**Run 1: gate-type map**

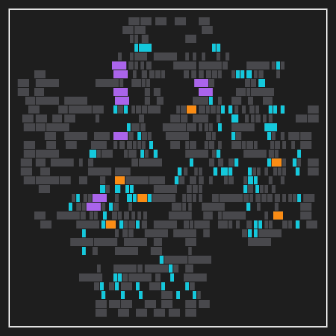
**Run 1: sequential cells grouped by signal name**

Bar = 20 um. Other sequential cells in the stronger grey, the rest of the logic in the fainter grey.
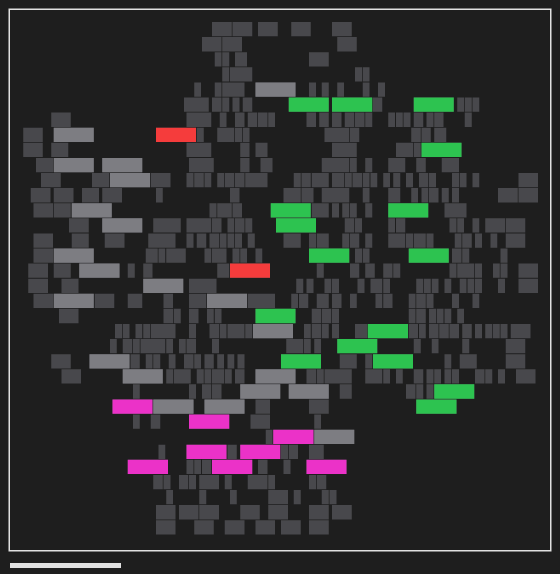
**Run 1: layout detail**

Bar = 10 um. Window x 12 to 37, y 12 to 37 um. Cells in grey, sequential cells in the stronger grey; small squares are vias.
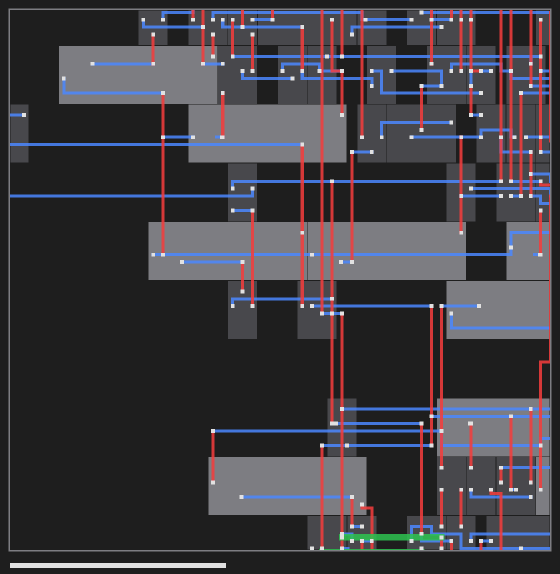
**src/rtl/roc_pkg.sv**
```systemverilog
// Shared types and constants for the RoC tick scheduler.
package roc_pkg;

    localparam int TICK_COUNT_W = 32;
    localparam int SETTLE_W     = 8;

    typedef enum logic [1:0] {
        OP_NOP   = 2'd0,
        OP_RUN   = 2'd1,
        OP_PAUSE = 2'd2,
        OP_STEP  = 2'd3
    } roc_op_e;

    typedef enum logic [1:0] {
        ST_IDLE      = 2'd0,
        ST_RUN       = 2'd1,
        ST_STEP_WAIT = 2'd2,
        ST_SETTLE    = 2'd3
    } roc_sched_state_e;

endpackage

```
**src/rtl/roc_settle_timer.sv**
```systemverilog
// Down-counter loaded at tick issue; o_done is high in the last settle cycle.
module roc_settle_timer
    import roc_pkg::*;
#(
    parameter int SETTLE_CYCLES = 4
) (
    input  logic i_clk,
    input  logic i_rst,
    input  logic i_load,
    output logic o_done
);

    logic [SETTLE_W-1:0] cnt_q;

    always_ff @(posedge i_clk) begin
        if (i_rst) begin
            cnt_q <= '0;
        end else if (i_load) begin
            cnt_q <= SETTLE_W'(SETTLE_CYCLES);
        end else if (cnt_q != '0) begin
            cnt_q <= cnt_q - 1'b1;
        end
    end

    // Terminal count is 1 so done lands in the SETTLE_CYCLES-th cycle after load.
    assign o_done = (cnt_q == SETTLE_W'(1));

endmodule

```
**src/rtl/roc_tick_scheduler.sv**
```systemverilog
// Free-run / pause / single-step sequencer for the RoC datapath with settle-then-capture.
// Optional tick counter output enabled by defining ROC_TICK_COUNT_EN.
//
// state      | meaning
// IDLE       | paused, accepting commands, no ticks issued
// RUN        | free-running, one tick per strobe, accepting commands
// STEP_WAIT  | stepping, waiting for the next strobe while remaining > 0
// SETTLE     | tick issued, waiting for RoC outputs before capture
module roc_tick_scheduler
    import roc_pkg::*;
#(
    parameter int ROC_INPUTS    = 8,
    parameter int ROC_OUTPUTS   = 8,
    parameter int SETTLE_CYCLES = 4,
    parameter int STEP_W        = 16
) (
    input  logic                   i_clk,
    input  logic                   i_rst,
    input  logic                   i_tick_strobe,
    input  logic                   i_cmd_valid,
    output logic                   o_cmd_ready,
    input  logic [1:0]             i_cmd_op,
    input  logic [STEP_W-1:0]      i_cmd_steps,
    input  logic [ROC_INPUTS-1:0]  i_roc_inputs,
    output logic [ROC_INPUTS-1:0]  o_roc_inputs,
    output logic                   o_roc_tick,
    input  logic [ROC_OUTPUTS-1:0] i_roc_outputs,
    output logic [ROC_OUTPUTS-1:0] o_out_data,
    output logic                   o_out_valid,
    input  logic                   i_out_ready,
    output logic                   o_running,
    output logic                   o_tick_miss,
    output logic                   o_overrun
`ifdef ROC_TICK_COUNT_EN
    ,
    output logic [TICK_COUNT_W-1:0] o_tick_count
`endif
);

    roc_sched_state_e  state_q, state_d;
    logic [STEP_W-1:0] remaining_q, remaining_d;
    logic              run_mode_q, run_mode_d;
    logic              issue;
    logic              cmd_fire;
    logic              settle_done;
    logic              capture;
    roc_op_e           op;

    assign op          = roc_op_e'(i_cmd_op);
    assign o_cmd_ready = (state_q == ST_IDLE) || (state_q == ST_RUN);
    assign cmd_fire    = i_cmd_valid && o_cmd_ready;
    assign capture     = (state_q == ST_SETTLE) && settle_done;
    assign o_running   = run_mode_q;

    roc_settle_timer #(
        .SETTLE_CYCLES(SETTLE_CYCLES)
    ) u_settle_timer (
        .i_clk  (i_clk),
        .i_rst  (i_rst),
        .i_load (issue),
        .o_done (settle_done)
    );

    always_comb begin
        state_d     = state_q;
        remaining_d = remaining_q;
        run_mode_d  = run_mode_q;
        issue       = 1'b0;
        case (state_q)
            ST_IDLE: begin
                if (cmd_fire && op == OP_RUN) begin
                    state_d    = ST_RUN;
                    run_mode_d = 1'b1;
                end else if (cmd_fire && op == OP_STEP && i_cmd_steps != '0) begin
                    state_d     = ST_STEP_WAIT;
                    remaining_d = i_cmd_steps;
                end
            end
            ST_RUN: begin
                // Mode-changing commands win over a same-cycle strobe.
                if (cmd_fire && op == OP_PAUSE) begin
                    state_d    = ST_IDLE;
                    run_mode_d = 1'b0;
                end else if (cmd_fire && op == OP_STEP) begin
                    run_mode_d = 1'b0;
                    if (i_cmd_steps != '0) begin
                        state_d     = ST_STEP_WAIT;
                        remaining_d = i_cmd_steps;
                    end else begin
                        state_d = ST_IDLE;
                    end
                end else if (i_tick_strobe) begin
                    state_d = ST_SETTLE;
                    issue   = 1'b1;
                end
            end
            ST_STEP_WAIT: begin
                if (i_tick_strobe) begin
                    state_d     = ST_SETTLE;
                    issue       = 1'b1;
                    remaining_d = remaining_q - 1'b1;
                end
            end
            ST_SETTLE: begin
                if (settle_done) begin
                    if (run_mode_q) begin
                        state_d = ST_RUN;
                    end else if (remaining_q != '0) begin
                        state_d = ST_STEP_WAIT;
                    end else begin
                        state_d = ST_IDLE;
                    end
                end
            end
            default: state_d = ST_IDLE;
        endcase
    end

    always_ff @(posedge i_clk) begin
        if (i_rst) begin
            state_q      <= ST_IDLE;
            remaining_q  <= '0;
            run_mode_q   <= 1'b0;
            o_roc_tick   <= 1'b0;
            o_roc_inputs <= '0;
            o_out_data   <= '0;
            o_out_valid  <= 1'b0;
            o_tick_miss  <= 1'b0;
            o_overrun    <= 1'b0;
        end else begin
            state_q     <= state_d;
            remaining_q <= remaining_d;
            run_mode_q  <= run_mode_d;
            o_roc_tick  <= issue;
            if (issue) begin
                o_roc_inputs <= i_roc_inputs;
            end
            // A capture into an unconsumed slot is an overrun unless the slot drains this cycle.
            if (capture) begin
                o_out_data  <= i_roc_outputs;
                o_out_valid <= 1'b1;
                if (o_out_valid && !i_out_ready) begin
                    o_overrun <= 1'b1;
                end
            end else if (o_out_valid && i_out_ready) begin
                o_out_valid <= 1'b0;
            end
            if (state_q == ST_SETTLE && run_mode_q && i_tick_strobe) begin
                o_tick_miss <= 1'b1;
            end
        end
    end

`ifdef ROC_TICK_COUNT_EN
    logic [TICK_COUNT_W-1:0] tick_cnt_q;

    always_ff @(posedge i_clk) begin
        if (i_rst) begin
            tick_cnt_q <= '0;
        end else if (issue) begin
            tick_cnt_q <= tick_cnt_q + 1'b1;
        end
    end

    assign o_tick_count = tick_cnt_q;
`endif

endmodule
```
**config.mk**
```make
export PLATFORM = sky130hd
export DESIGN_NAME = roc_tick_scheduler
export DESIGN_NICKNAME = d
export VERILOG_FILES = /design/src/rtl/roc_pkg.sv /design/src/rtl/roc_settle_timer.sv /design/src/rtl/roc_tick_scheduler.sv
export SDC_FILE = /design/constraint.sdc
export NUM_CORES = 1
export LEC_CHECK = 0
export ABC_AREA = 1
export CAP_MARGIN = 10
export CORE_MARGIN = 2
export CORE_UTILIZATION = 30
export CTS_CLUSTER_SIZE = 24
export DETAILED_ROUTE_END_ITERATION = 6
export GPL_ROUTABILITY_DRIVEN = 1
export SYNTH_ARGS = -nofsm -noshare
export SYNTH_HDL_FRONTEND = slang
export SYNTH_SLANG_ARGS = --single-unit
```
**constraint.sdc**
```tcl
create_clock -name i_clk -period 3.1 [get_ports i_clk]
set_clock_uncertainty 0.15 [all_clocks]
set_input_delay 0.31 -clock i_clk [delete_from_list [all_inputs] [get_ports i_clk]]
set_output_delay 0.31 -clock i_clk [all_outputs]
set_load 0.01 [all_outputs]
```
==> qor.csv, run 1 <==
metric,value,unit
syn_nets,430,
syn_inst,382,
yosysWarnings,0,
drt_iter0_drc,75,
power_density,805.6,nW/um2
rrSetupSlack,950,ps
synth_area_per_cell,6.836,um2
area_growth,30.14,%
tightestPinTransition,655.1,ps
cts_buffers,5,
hpwl,4839,um
outcome,"complete, no violations",
whs,305.3,ps
flop_cell,dfxtp_1,
min_path_type,reg2reg,
die_area,9466,um2
holdBufCountCts,0,
rsz0062_at_grt,false,
postLayoutCoreUtil,39.55,%
grt_max_degree,22,
initial_core_util,30.39,%
cp-start-kind,flop,
ys_cells,382,
min_period_over_period,69.41,%
crit_slowest_cell,ha_1,
numSynthFlops,47,
fin_crit,2152,ps
cp-end-kind,flop,
## Picture notes: 'gate-type map'
family	colour	cells
adder and majority cells	purple	9
XOR/XNOR gates	orange	6
NOR gates	cyan	83
most frequent logic cell in the layout: nand2_1
logic share of the area: 42.56%
final cell count without fillers: 551

## Picture notes: 'sequential cells grouped by signal name'
netlist name	colour	flops
`o_out_data`	magenta	8
`state_q`	red	2
`remaining_q`	green	16
Power Sequential: 0.000892 W
Seq. cell area: 940.9 um2

## Picture notes: 'layout detail'
layer	colour
metal 2	red
metal 1	blue
metal 3	green
netlist names of flops here include	`o_out_data` (4), `u_settle_timer.cnt_q` (3)
cells with their middle in the window	39
sequential cells in the window	7
most frequent	nor2_1 (11), dfxtp_1 (7), o21ai_0 (5)

-- run 1: cell type report --
class                      count  area [um2]
tap                          108       135.1
fill                         934        5195
clock buffer                   8       100.1
sequential                    47       940.9
timing repair buffer          62       615.6
multi-input combinational    284        1446
inverter                      42       160.2
-- run 1: cell families (layout without fill, tap and decap cells) --
| group | count (synthesis) | in the layout | share of synthesized area (%) |
|---|---|---|---|
| AND/OR/NAND/NOR | 200 | 200 | 32.82 |
| flip-flops | 47 | 47 | 36.03 |
| XOR/XNOR | 6 | 6 | 2.013 |
| adder cells (fa/ha/maj) | 9 | 9 | 4.312 |
| buffers and inverters | 51 | 112 | 8.577 |
| AND-OR/OR-AND | 69 | 69 | 16.24 |
-- run 1: worst paths after layout --
| check | from | cells after the start | to |
|---|---|---|---|
| setup / recovery | state_q[0] | 7 | remaining_q[11] |
| hold / removal | o_overrun | 2 | o_overrun |
| setup reg to reg | state_q[0] | 7 | remaining_q[11] |
| hold reg to reg | o_overrun | 2 | o_overrun |
-- run 1: cell usage after synthesis (3+ instances only) --
cell type	n	area (um2)
nand2_1	78	292.8
nor2_1	72	270.3
dfxtp_1	47	940.9
inv_1	38	142.6
o21ai_0	29	145.1
nand3_1	26	130.1
a21oi_1	15	75.07
ha_1	9	112.6
nand2_2	9	56.30
a21oi_2	8	70.07
a22o_1	8	70.07
nor3_1	5	25.02
buf_2	4	20.02
nor2_2	4	25.02
o21a_1	3	22.52
o21ai_1	3	15.01
xnor2_1	3	26.28
xor2_1	3	26.28
-- run 1: state kept, by name (all words and copies together), names as in the netlist --
name,flops
state_q,2
o_running,1
o_tick_miss,1
u_settle_timer.cnt_q,8
o_out_data,8
o_overrun,1
o_roc_tick,1
o_roc_inputs,8
remaining_q,16
o_out_valid,1
-- run 1: worst max-delay path: cells and delay by family, from the launching register on --
| kind | cells | cell delay, ps |
|---|---|---|
| flops | 1 | 400 |
| fa+ha+maj | 1 | 430 |
| simple gates | 2 | 330 |
| compound gates | 2 | 440 |
| buf+inv | 2 | 310 |
-- run 1: stage by stage --
step / power, W / cell area (um2) / worst slack, ps / instances
2_1_floorplan: 0.002031 / 2611 / 1384 / 382
5_1_grt: 0.003013 / 3398 / 702.0 / 551
6_report: 0.002738 / 3398 / 948.3 / 551
3_3_place_gp: 0.002337 / 3298 / 822.6 / 543
3_5_place_dp: 0.002350 / 3298 / 808.2 / 543
4_1_cts: 0.002758 / 3398 / 934.0 / 551
-- run 1: where the power goes --
group,switching (W),internal [W]
sequential,0.000134,0.000758
combinational,0.000894,0.000553
clock,0.000195,0.000204
total,0.00122,0.00151
-- run 1: routing by layer --
metal / wire [um] / part of all wire (%) / global-route usage [%]
met1: 2960 / 46 / 17.36
met2: 2983 / 47 / 22.28
met3: 397 / 6.2 / 3.813
met4: 29 / 0.46 / 3.846
met5: 0 / 0 / 0
**Run 1: congestion heat map**

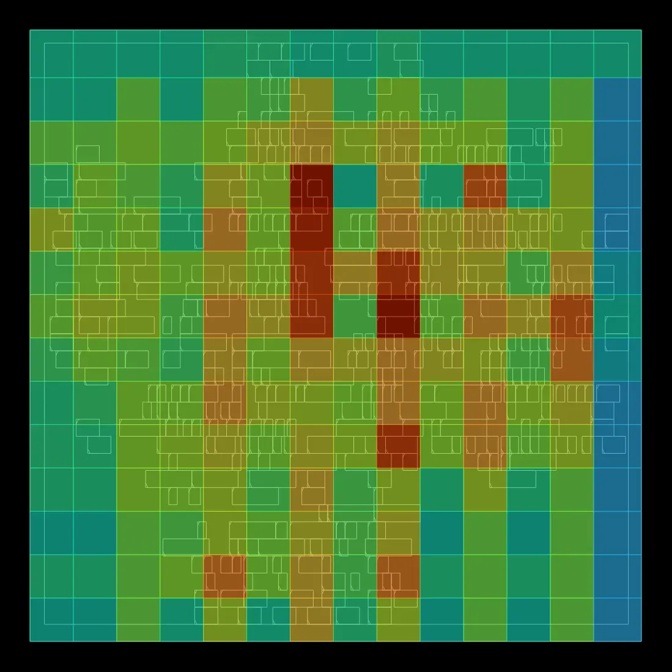

==> run 2, diff against run 1 <==
clock period = 2.2 ns   (was 3.1 ns; I/O delays follow)
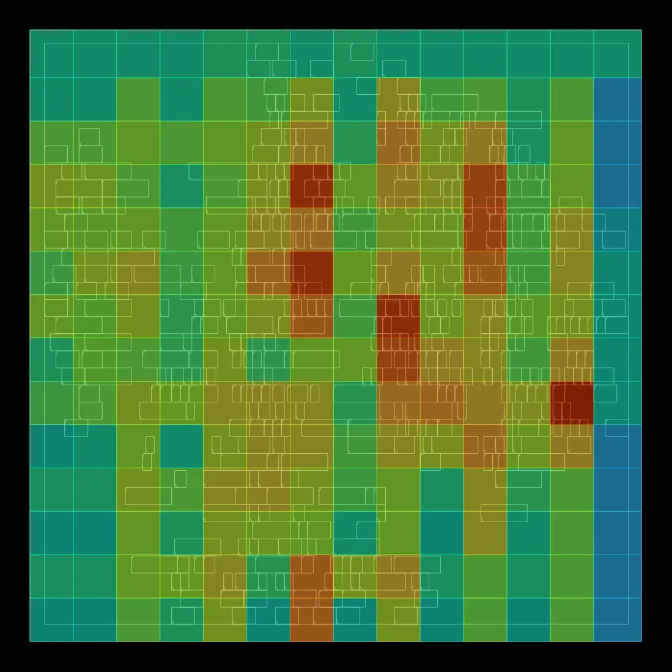
**Above:** run 2 (congestion heat map).
grt met1 use: 17.91%
M3 GR Usage: 4.604%
WL/cell: 11.73 um

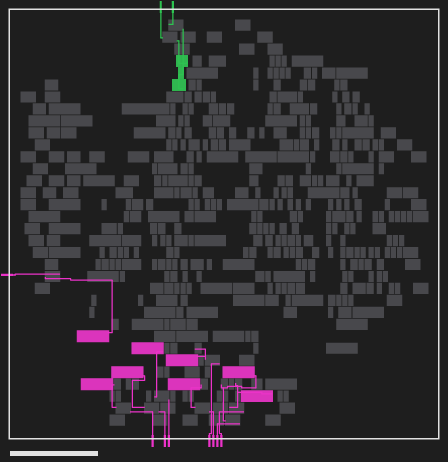
**Above:** run 2 (wires at chosen ports, followed through buffers).
Bar = 20 um.
port	colour	bits	direction	edge	end cells	buffers	wire
`o_out_data`	magenta	8	output	7 bottom, 1 left	8	8	193 um
`i_cmd_op`	green	2	input	top	4	2	33.5 um

==> qor.csv, run 2 <==
metric,value,unit,change
dp_cells,546,,+0.55%
r2r_end,remaining_q[10],,
top_area_cell,dfxtp_1,,
tightestPinTransition,321.7,ps,-333.4 ps
postLayoutCoreUtil,40.07,%,+0.52 points
outcome,"complete, no violations",,
hp-start,o_overrun,,
ys_top_logic_family,simple AND/OR/NAND/NOR gates,,
initial_core_util,30.39,%,unchanged
fill_cells,892,,-4.5%
largest_reg_flops,16,,unchanged
logic_area,1451,um2,+0.35%
min_to,o_overrun,,
r2r.worst_path.cells,12,,+5
top_cells_by_count,"nand2_1, nor2_1, dfxtp_1",,
synth_xor_xnor_area_share,2.012,%,unchanged
fin_crit,2039,ps,
rsz0062_at_grt,false,,
numSynthFlops,47,,unchanged
synth_adder_area_share,4.312,%,unchanged
area.sequential,940.9,um2,unchanged
ys_cells,382,,unchanged
pwr-share-comb,51.7,%,-1.1 points
placed_cell_area,3321,um2,+0.68%
synth.most_common_cell,nand2_1,,
die_area,9466,um2,unchanged
hpwl,4884,um,+0.94%
synth_area_per_cell,6.836,um2,unchanged
ys_sh_mux,0,%,unchanged
run 2: cell counts after synthesis:
Identical to the previous run, type by type.
run 2: cell families (layout without fill, tap and decap cells):
family | after synthesis | after routing
XOR/XNOR | 6 | 6
flip-flops | 47 | 47
AND-OR/OR-AND | 69 | 69
AND/OR/NAND/NOR | 200 | 200
adder cells (fa/ha/maj) | 9 | 9
buffers and inverters | 51 | 115
run 2: worst max path at each step:
| stage | start | endpoint | slack (ps) | cells past startpoint |
|---|---|---|---|---|
| 3_5_place_dp | i_cmd_steps[10] | remaining_q[10] | 110 | 11 |
| 2_1_floorplan | state_q[0] | remaining_q[7] | 480 | 13 |
| 6_report | state_q[1] | o_cmd_ready | 160 | 5 |
| 4_1_cts | state_q[1] | o_cmd_ready | 140 | 5 |
| 5_1_grt | state_q[1] | o_cmd_ready | 70 | 5 |
| 3_3_place_gp | i_cmd_steps[10] | remaining_q[10] | 140 | 11 |
run 2: layout make-up:
cell class,instances,share of cell area (%)
inverters,42,4.651
multi-input cells,284,42.15
repair buffers,65,18.53
clock buffers,6,2.398
well taps,108,3.924
clock inverters,2,1.017
flip-flops and latches,47,27.33
run 2: power groups by stage:
stage | Sequential, W | Clock (W) | Combinational [W]
after CTS | 0.00126 | 0.000689 | 0.00207
after detailed placement | 0.00127 | 0 | 0.00206
after floorplan | 0.00124 | 0 | 0.00162
after global routing | 0.00129 | 0.000727 | 0.00238
final | 0.00126 | 0.000668 | 0.00206
after global placement | 0.00127 | 0 | 0.00205
run 2: what timing repair did:
action | CTS | global route
endpoints found under the setup margin | 0 | 2
hold buffers | 0 | 0
gates resized | 0 | 1
run 2: stage by stage:
step                      hold WS (ps)  setup slack, ps  power, W
final                            306.8            161.2  0.003989
after detailed placement         298.5            106.1  0.003333
after CTS                        312.1            144.5  0.004018
after global placement           287.9            142.4  0.003315
after floorplan                  181.8            484.1  0.002862
after global routing             342.5            68.53  0.004397
run 2: worst max-delay path, cell delays in order (launching register included):
cell and delay [ps]:
dfxtp_1 420, inv_1 100, ha_1 220, inv_2 90, nand2_4 70, clkdlybuf4s50_1 470
run 2: per-layer routing:
metal | wire [um] | global-route usage (%)
met5 | 0 | 0
met1 | 2988 | 17.91
met2 | 3028 | 23.66
met4 | 59 | 3.419
met3 | 423 | 4.604
**Run 2: layout detail**

Bar = 10 um. Window x 12 to 37, y 12 to 37 um. Cells in grey, sequential cells in the stronger grey; small squares are vias.
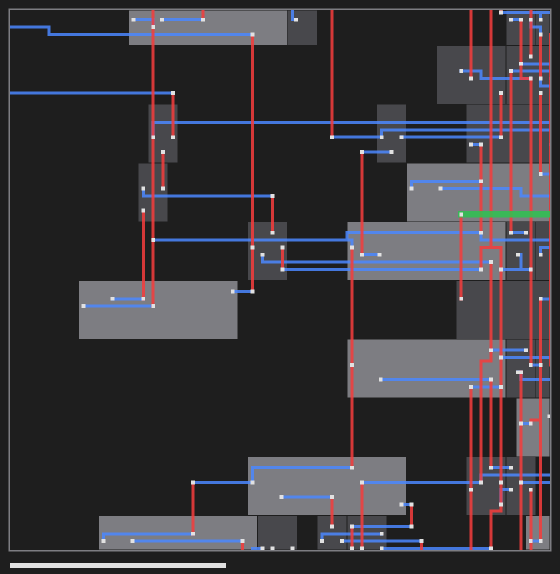

==> run 3, diff against run 2 <==
CORE_MARGIN = 4   (was 2)
CTS_CLUSTER_SIZE = 30   (was 24)
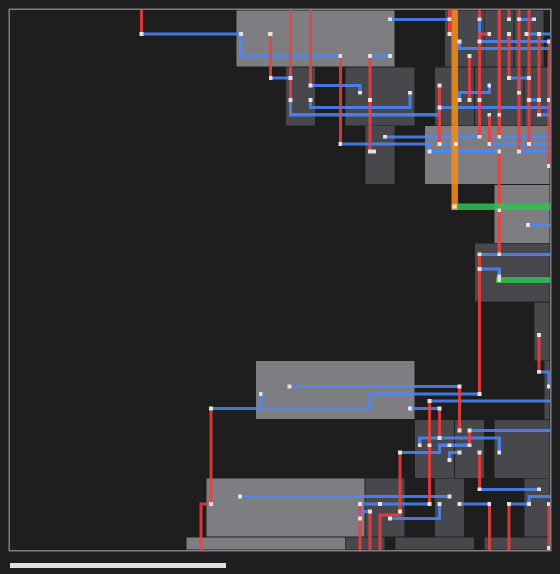
**Above:** run 3 (layout detail).
Bar = 10 um. Window x 13 to 38, y 13 to 38 um. Cells in grey, sequential cells in the stronger grey; small squares are vias.
layer	colour
metal 1	blue
metal 2	red
metal 4	orange
metal 3	green
most frequent	nor2_1 (5), dfxtp_1 (4), o21ai_0 (3)
netlist names of flops here include	`o_out_data` (2), `u_settle_timer.cnt_q` (2)
sequential cells in the window	4
cells with their middle in the window	20

==> qor.csv, run 3 <==
metric,value,unit,change
synth.most_common_cell,nand2_1,,
fin_crit,2077,ps,+38.29 ps
endpoint,o_cmd_ready,,
r2r-start,state_q[1],,
numSynthFlops,47,,unchanged
min_period_over_period,94.41,%,
top_cells_by_count,"nand2_1, nor2_1, dfxtp_1",,
ys_top_logic_family,simple AND/OR/NAND/NOR gates,,
hpwl,5085,um,+4.1%
synth_area_per_cell,6.836,um2,unchanged
r2r_end,remaining_q[5],,
ys_cells,382,,unchanged
fin_setup_tns,0,ps,
simple_gate_area_share,32.82,%,
r2r.worst_path.cells,12,,unchanged
setup_slack,122.9,ps,-38.30 ps
startpoint,state_q[1],,
outcome,"complete, no violations",,
initial_core_util,31.31,%,+0.92 points
place_ws,115.7,ps,+9.602 ps
ys_sh_mux,0,%,unchanged
antenna_found_initial,0,,
synth_adder_area_share,4.312,%,unchanged
rsz0062_at_grt,false,,
grt_pass1_wl,11190,um,
placed_cell_area,3317,um2,-0.11%
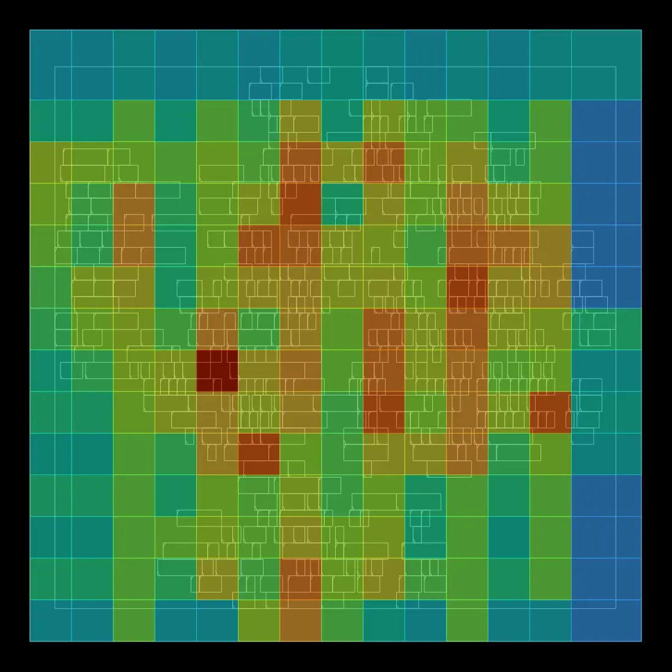
**Above:** run 3 (congestion heat map).
GR Util All Layers: 13.35%
GR peak layer: met2
met2 usage: 22.64%
WL/cell: 11.99 um

-- run 3: worst min path at each step --
stage / startpoint / endpoint / slack (ps)
final: o_overrun / o_overrun / 310
after global routing: i_roc_outputs[4] / o_out_data[4] / 350
after CTS: o_overrun / o_overrun / 320
after detailed placement: o_overrun / o_overrun / 300
after global placement: o_overrun / o_overrun / 300
after floorplan: i_rst / u_settle_timer.cnt_q[2] / 180
-- run 3: final cells by class --
cell class	instances	area, um2
Inverter	42	160.2
Multi-Input combinational cell	284	1451
Clock inverter	3	67.56
Timing Repair Buffer	65	638.1
Fill cell	876	4882
Clock buffer	5	68.82
Sequential cell	47	940.9
Tap cell	105	131.4
-- run 3: stage by stage --
step / utilization, % / cells / total power [W]
after floorplan: - / 382 / 0.002862
after global placement: 39.77 / 543 / 0.003316
after detailed placement: 39.77 / 543 / 0.003341
after CTS: 41.40 / 551 / 0.004120
after global routing: 41.46 / 551 / 0.004502
final: 41.46 / 551 / 0.004096
-- run 3: power by group --
group	switching, W	internal (W)	leakage (nW)	total [W]
clock	0.000308	0.000453	0.0644	0.000761
combinational	0.00128	0.000799	1.04	0.00207
sequential	0.000192	0.00107	0.384	0.00126
-- run 3: kinds of logic (layout without fill, tap and decap cells) --
group           after synthesis  after routing
fa+ha+maj                     9              9
flops                        47             47
buf+inv                      51            115
simple gates                200            200
xor+xnor                      6              6
compound gates               69             69
-- run 3: layer usage --
layer | GRT usage (%) | wire, um | up-vias
met5 | 0 | 0 | -
met4 | 4.908 | 138 | 0
met3 | 3.375 | 382 | 11
met2 | 22.64 | 3072 | 64
met1 | 16.30 | 3015 | 1162
li1 | - | - | 1348
-- run 3: repair_timing --
action | in CTS | in global routing
setup endpoints to repair | 0 | 3
resized | 0 | 1
hold buffers | 0 | 0
-- run 3: worst max-delay path: stages (launching register included) --
cell	delay [ps]
dfxtp_1	430
inv_1	110
ha_1	230
inv_2	90
nand2_4	70
clkdlybuf4s50_1	480
Power figures rest on the tool's default switching activity, not on a simulated workload.
